[config.mk]
export PLATFORM = sky130hd
export DESIGN_NAME = cnt_cmd_gen
export DESIGN_NICKNAME = d
export VERILOG_FILES = /design/src/rtl/cnt_cmd_pkg.sv /design/src/rtl/btn_debounce.sv /design/src/rtl/cnt_cmd_gen.sv
export SDC_FILE = /design/constraint.sdc
export NUM_CORES = 1
export LEC_CHECK = 0
export CELL_PAD_IN_SITES_DETAIL_PLACEMENT = 1
export CELL_PAD_IN_SITES_GLOBAL_PLACEMENT = 2
export CORE_ASPECT_RATIO = 0.8
export CORE_MARGIN = 2
export CORE_UTILIZATION = 40
export DETAILED_ROUTE_END_ITERATION = 12
export GPL_TIMING_DRIVEN = 0
export MAX_ROUTING_LAYER = met4
export PLACE_DENSITY = 0.82
export SYNTH_ARGS = -nofsm -noshare
export SYNTH_HDL_FRONTEND = slang
export SYNTH_SLANG_ARGS = --single-unit
[constraint.sdc]
create_clock -name clk -period 1.9 [get_ports clk]
set_input_delay 0.38 -clock clk [delete_from_list [all_inputs] [get_ports clk]]
set_output_delay 0.38 -clock clk [all_outputs]
set_load 0.02 [all_outputs]
[src/rtl/cnt_cmd_pkg.sv]
// Shared opcodes and run-state encoding for the seconds-counter
// command path.
package cnt_cmd_pkg;

  localparam logic [2:0] OP_NONE  = 3'b000;
  localparam logic [2:0] OP_START = 3'b001;
  localparam logic [2:0] OP_PAUSE = 3'b010;
  localparam logic [2:0] OP_STOP  = 3'b100;

  typedef enum logic [1:0] {
    IDLE   = 2'd0,
    RUN    = 2'd1,
    PAUSED = 2'd2,
    BAD    = 2'd3
  } run_state_e;

  typedef struct packed {
    logic stop;
    logic pause;
    logic start;
  } press_t;

  // Keep only the highest-priority press: stop, then pause, then start.
  function automatic press_t press_prio(press_t p);
    press_t r;
    r = '0;
    if (p.stop) r.stop = 1'b1;
    else if (p.pause) r.pause = 1'b1;
    else if (p.start) r.start = 1'b1;
    return r;
  endfunction

endpackage

[src/rtl/btn_debounce.sv]
// Raw button -> 2-FF sync -> stable-count debouncer -> press pulse.
// Pulse is high for one cycle after the debounced level rises.
module btn_debounce
  import cnt_cmd_pkg::*;
#(
  parameter int DEBOUNCE_CYCLES = 1000000
) (
  input  logic clk,
  input  logic rst,
  input  logic btn,
  output logic press
);

  localparam int CW = $clog2(DEBOUNCE_CYCLES + 1);
  localparam logic [CW-1:0] CMAX = CW'(DEBOUNCE_CYCLES);

  logic [1:0]    sync_q, sync_d;
  logic          lvl_q, lvl_d;
  logic          prev_q, prev_d;
  logic [CW-1:0] cnt_q, cnt_d;

  always_comb begin
    sync_d = {sync_q[0], btn};
    lvl_d  = lvl_q;
    prev_d = lvl_q;
    cnt_d  = '0;
    // Any matching sample clears the run of mismatches.
    if (sync_q[1] != lvl_q) begin
      if (cnt_q == CMAX) lvl_d = ~lvl_q;
      else cnt_d = cnt_q + CW'(1);
    end
  end

  always_ff @(posedge clk or negedge rst) begin
    if (!rst) begin
      sync_q <= '0;
      lvl_q  <= 1'b0;
      prev_q <= 1'b0;
      cnt_q  <= '0;
    end else begin
      sync_q <= sync_d;
      lvl_q  <= lvl_d;
      prev_q <= prev_d;
      cnt_q  <= cnt_d;
    end
  end

  assign press = lvl_q & ~prev_q;

endmodule

[src/rtl/cnt_cmd_gen.sv]
// Button-driven command initiator for the seconds counter.
// Define CMD_TOGGLE_EN to make btn_start pause a running counter.
module cnt_cmd_gen
  import cnt_cmd_pkg::*;
#(
  parameter int DEBOUNCE_CYCLES = 1000000
) (
  input  logic       clk,
  input  logic       rst,
  input  logic       btn_start,
  input  logic       btn_pause,
  input  logic       btn_stop,
  output logic [2:0] opcode,
  output logic       valid,
  output logic [1:0] state
);

  press_t raw_ev, ev;

  btn_debounce #(.DEBOUNCE_CYCLES(DEBOUNCE_CYCLES)) u_start (
    .clk(clk), .rst(rst), .btn(btn_start), .press(raw_ev.start)
  );

  btn_debounce #(.DEBOUNCE_CYCLES(DEBOUNCE_CYCLES)) u_pause (
    .clk(clk), .rst(rst), .btn(btn_pause), .press(raw_ev.pause)
  );

  btn_debounce #(.DEBOUNCE_CYCLES(DEBOUNCE_CYCLES)) u_stop (
    .clk(clk), .rst(rst), .btn(btn_stop), .press(raw_ev.stop)
  );

  assign ev = press_prio(raw_ev);

  run_state_e state_q, state_d;
  logic [2:0] opcode_q, opcode_d;
  logic       valid_q, valid_d;

  always_comb begin
    state_d  = state_q;
    opcode_d = OP_NONE;
    case (state_q)
      IDLE: begin
        if (ev.stop) begin
          opcode_d = OP_STOP;
        end else if (ev.start) begin
          state_d  = RUN;
          opcode_d = OP_START;
        end
      end
      RUN: begin
        if (ev.stop) begin
          state_d  = IDLE;
          opcode_d = OP_STOP;
        end else if (ev.pause) begin
          state_d  = PAUSED;
          opcode_d = OP_PAUSE;
`ifdef CMD_TOGGLE_EN
        end else if (ev.start) begin
          state_d  = PAUSED;
          opcode_d = OP_PAUSE;
`endif
        end
      end
      PAUSED: begin
        if (ev.stop) begin
          state_d  = IDLE;
          opcode_d = OP_STOP;
        end else if (ev.start) begin
          state_d  = RUN;
          opcode_d = OP_START;
        end
      end
      default: state_d = IDLE;
    endcase
    valid_d = (opcode_d != OP_NONE);
  end

  always_ff @(posedge clk or negedge rst) begin
    if (!rst) begin
      state_q  <= IDLE;
      opcode_q <= OP_NONE;
      valid_q  <= 1'b0;
    end else begin
      state_q  <= state_d;
      opcode_q <= opcode_d;
      valid_q  <= valid_d;
    end
  end

  assign opcode = opcode_q;
  assign valid  = valid_q;
  assign state  = state_q;

endmodule

**Run 1: clock wiring as the flow saved it**

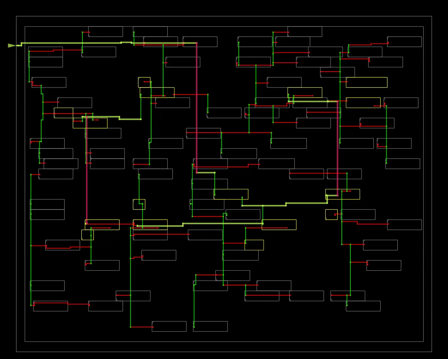
Clock Sink Count: 78
worst skew pair latency: 340 ps
number of buffers created by CTS: 9

**Run 1: wiring by layer**

Two of the layers only.
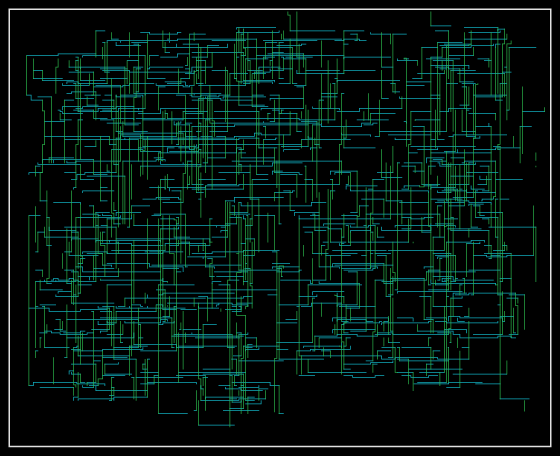
- cyan: M1 (wire length 4140 um)
- green: M2 (wire length 3880 um)

**Run 1: logic cells by family**

The bar under the picture is 20 um long.
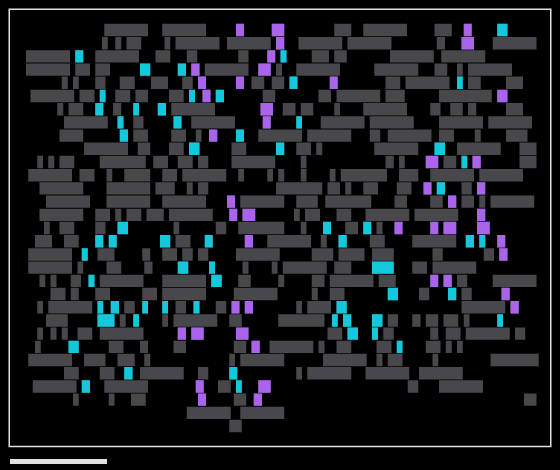
- cyan: nand cells (cells 61; most used nand3_1)
- purple: aoi and oai cells (cells 46; most used a21oi_1)
leading cell type in the layout, fill and taps excluded: dfrtp_1
logic share of the area: 0.380

run 1: synth_stat cells, drive strengths merged, types with 3 or more instances:
master  count
a21oi      22
and3        8
and4        7
clkbuf      7
dfrtp      78
ha          6
inv        14
mux2        3
nand2      22
nand3      25
nand4      12
nor2       44
nor3        6
nor3b       4
nor4        6
nor4b       3
o21ai      12
o31ai      10
or3        11
or4        11
xnor2      12
xor2       25
run 1: state kept, by name (all words and copies together), names as in the netlist, 2 cells and up:
| signal | cells |
|---|---|
| u_pause.cnt_q | 20 |
| u_start.cnt_q | 20 |
| u_stop.cnt_q | 20 |
| opcode | 3 |
| state | 2 |
| u_pause.sync_q | 2 |
| u_start.sync_q | 2 |
| u_stop.sync_q | 2 |
==> results_dict.tcl, run 1 <==
# implementation run metrics
set metrics [dict create \
    viasPerCell 5.39 \
    synth_async_sr_flop_share 1.00 \
    ctsLongestPathBuffers 2 \
    place_inst 491 \
    dpl-instance-area_sq_um 3950 \
    non_clock_inverter_count 14 \
    internal_pwr_total_uw 2840 \
    mux_share 0.00918 \
    outcome "finished clean" \
    met1Wirelength_mm 4.14 \
    synth_top_flop_cell "dfrtp_1" \
    compound_area_frac 0.0751 \
    global_route.overflow_total 0 \
    timing_worst_setup_path_type "register to register" \
    path_max_fanout 7 \
    xor_share 0.0880 \
    worst_setup_path_startpoint "u_stop.cnt_q[0]$_DFF_PN0_" \
    ant_cells 0 \
    post_synth_instance_area_sq_um 3680 \
    synth_cell_type_count 39 \
    fin_ws_ps 26.8 \
    timing.final.hold_violations 0 \
    finish.net_count 403 \
    synth_chip_area_sq_um 3680 \
    cts.root.buffer_cell "clkbuf_16" \
    die_h_um 89.8 \
    pwr.group.clock_uw 1800 \
    finalClockSkew_ps 8.48 \
    postSynthCellCount 365 \
    cts-htree-levels 3 \
    pin_count 11 \
    core-area_sq_um 9000 \
    detailed_place_hpwl_mm 5.50 \
    period_minus_slack_ps 1870 \
    slew_violations 0 \
    synth.largest_area_cell "dfrtp_1" \
    layout.clock.cell_area_share 0.0731 \
    worst_r2r_start "u_stop.cnt_q[0]$_DFF_PN0_" \
    gp_congestion 0.770 \
    timing.critical_path.slowest_cell_delay_ps 490 \
    critPathArrivalTime_ps 2130 \
    wl_met3_um 186 \
    yosys.area.top_type_share 0.530 \
    cellLeakagePower_uw 0.00183 \
    power.switching_uw 814 \
    worst_setup_path_start_kind "register" \
    grt_antenna_before_repair 0 \
    post_synth_main_logic_family "simple AND/OR/NAND/NOR gates" \
    power_switching_share 0.223 \
    globalRouteTotalUtil 0.190 \
    final-setup-viol-count 0 \
    ir_drop_mv 0.570 \
    post-route-drc-count 0 \
    max-slew-margin-rel 0.668 \
    synthesis.area_per_instance_sq_um 10.1 \
    post_synth_and_or_nand_nor_area_fraction 0.252 \
    crit-reg2reg-capture "u_stop.cnt_q[18]$_DFF_PN0_" \
    port-buffer-count 10 \
    max_freq_mhz 534 \
    fill_cells 997 \
    regToRegSetupSlack_ps 30 \
    required_arrival_time_at_the_worst_endpoint_ps 2160 \
    total_number_of_warnings_across_the_stage_logs 30 \
    use_met3 0.0445 \
    grtUsageMet2 0.291 \
    category_of_the_worst_setup_path_capture_point "register" \
    seq_share 0.451 \
    cp-endpoint "u_stop.cnt_q[18]$_DFF_PN0_" \
    seq-power_uw 1710 \
    placementRows 31 \
    detail_route.wirelength_mm 8.30 \
    worst_path_dominant_cell_family "simple AND/OR/NAND/NOR gates" \
    number_of_non_clock_buffers 25 \
]
==> inputs of run 2 (changes only) <==
- HOLD_SLACK_MARGIN: default -> 0.1
- clock period: 1.9 -> 1.75 ns (I/O delays scaled with it)
**Run 2: where the registers sit**

The bar under the picture is 20 um long. Other sequential cells in the stronger gray, the rest of the logic in the fainter gray.
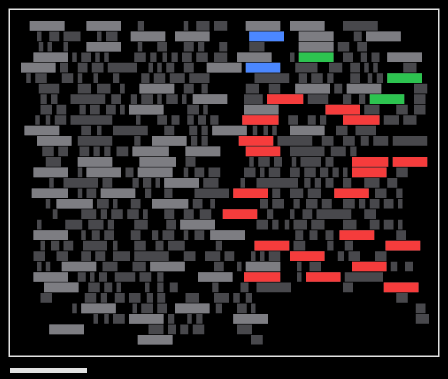
- blue: u_stop.sync_q (placed flops 2)
- green: opcode (placed flops 3)
- red: u_start.cnt_q (placed flops 20)
- not colored: 53

==> results_dict.tcl, run 2 <==
# implementation run metrics
set metrics [dict create \
    cp-endpoint "u_start.cnt_q[14]$_DFF_PN0_" \
    drv_cap 0 \
    met1Wirelength_mm 4.18 \
    placementRows 31 \
    worst_setup_path_startpoint "u_start.cnt_q[0]$_DFF_PN0_" \
    top_cells_by_count "dfrtp_1, nor2_1, nand3_1, xor2_1" \
    die_w_um 111 \
    detailed_place_hpwl_mm 5.44 \
    worst_r2r_start "u_start.cnt_q[0]$_DFF_PN0_" \
    detail_route.wirelength_mm 9.18 \
    ir_drop_mv 0.698 \
    power.total_uw 4140 \
    core-area_sq_um 9000 \
    wl_met3_um 208 \
    violations "setup timing" \
    globalRouteTotalUtil 0.193 \
    worst_path_dominant_cell_family "simple AND/OR/NAND/NOR gates" \
    dpl-instance-area_sq_um 3950 \
    synth_async_sr_flop_share 1.00 \
    ctsLongestPathBuffers 2 \
    finalClockSkew_ps 6.04 \
    pin_count 11 \
    final-setup-viol-count 5 \
    gp_congestion 0.719 \
    hp-start "u_start.sync_q[0]$_DFF_PN0_" \
    max-slew-margin-rel 0.731 \
    slew_violations 0 \
    seqCellArea_sq_um 1960 \
    fill_cells 977 \
    grtUsageMet2 0.311 \
    synthesis.area_per_instance_sq_um 10.1 \
    cts-htree-levels 3 \
    clkTransAtPathRegs_ps 60 \
    ant_cells 0 \
    period_minus_slack_ps 1780 \
    top_usage_layer "met2" \
    post_synth_instance_area_sq_um 3680 \
    synth.most_common_cell "dfrtp_1" \
    outcome "finished, violations left" \
    preCtsSetupSlack_ps -331 \
    path_max_fanout 5 \
    synth_top_flop_cell "dfrtp_1" \
    fp-utilization 0.409 \
    critPathArrivalTime_ps 2000 \
    place_inst 491 \
    timing_worst_setup_path_type "register to register" \
    cts.root.buffer_cell "clkbuf_16" \
    die_h_um 89.8 \
    yosys.area.top_type_share 0.530 \
    biggest_regs "u_pause.cnt_q (20), u_start.cnt_q (20), u_stop.cnt_q (20)" \
    timing.final.hold_violations 0 \
    worst_hold_path_type "register to register" \
    timing.critical_path.slowest_cell_delay_ps 460 \
    worst_skew_pair_latency_ps 340 \
    crit_chain "inv_2 > ha_4 > nand2_2 > or4_4 > o21ai_4 > clkbuf_16 > a21oi_2" \
    use_met3 0.0512 \
    category_of_the_worst_setup_path_capture_point "register" \
    post-route-drc-count 0 \
    grt_antenna_before_repair 0 \
    synth_chip_area_sq_um 3680 \
    fin_ws_ps -29.7 \
    synth_cell_type_count 39 \
    grt_pass1_vias 3035 \
    layout_top_cell "dfrtp_1" \
    worst_setup_path_start_kind "register" \
    total_number_of_warnings_across_the_stage_logs 30 \
    crit_buf_inv 2 \
    post_drt_wl_per_cell_um 17.2 \
    regToRegSetupSlack_ps -30 \
    cts-buffers-inserted 9 \
    global_route.overflow_total 0 \
    required_arrival_time_at_the_worst_endpoint_ps 1970 \
    viasPerCell 5.46 \
    max_freq_mhz 562 \
    port-buffer-count 10 \
    cellLeakagePower_uw 0.00196 \
    clock_sinks 78 \
    postSynthCellCount 365 \
    crit-reg2reg-capture "u_start.cnt_q[14]$_DFF_PN0_" \
    finish.net_count 424 \
    synth.largest_area_cell "dfrtp_1" \
]
-- run 2: cell counts after synthesis --
Identical to the previous run, type by type.
-- run 2: area by class of cell --
class,count,share of cell area
plain buffers,8,0.0157
clock inverters,6,0.0193
flip-flops and latches,78,0.410
clock buffers,10,0.0499
well taps,115,0.0300
multi-input cells,264,0.391
repair buffers,38,0.0736
inverters,14,0.0110
-- run 2: kinds of logic after synthesis --
logic type,synth area share
AOI/OAI and AO/OA,0.0751
xor gates and xnor gates,0.0880
buffers and inverters,0.0248
and+or+nand+nor,0.252
adders and majority gates,0.0204
muxes,0.00918
DFF,0.530
-- run 2: power by group --
part,total (uW),switching [uW],internal [uW]
clock,2070,770,1300
sequential,1860,31.3,1830
combinational,214,121,93.2
total,4140,921,3220
Power figures rest on the tool's default switching activity, not on a simulated workload.
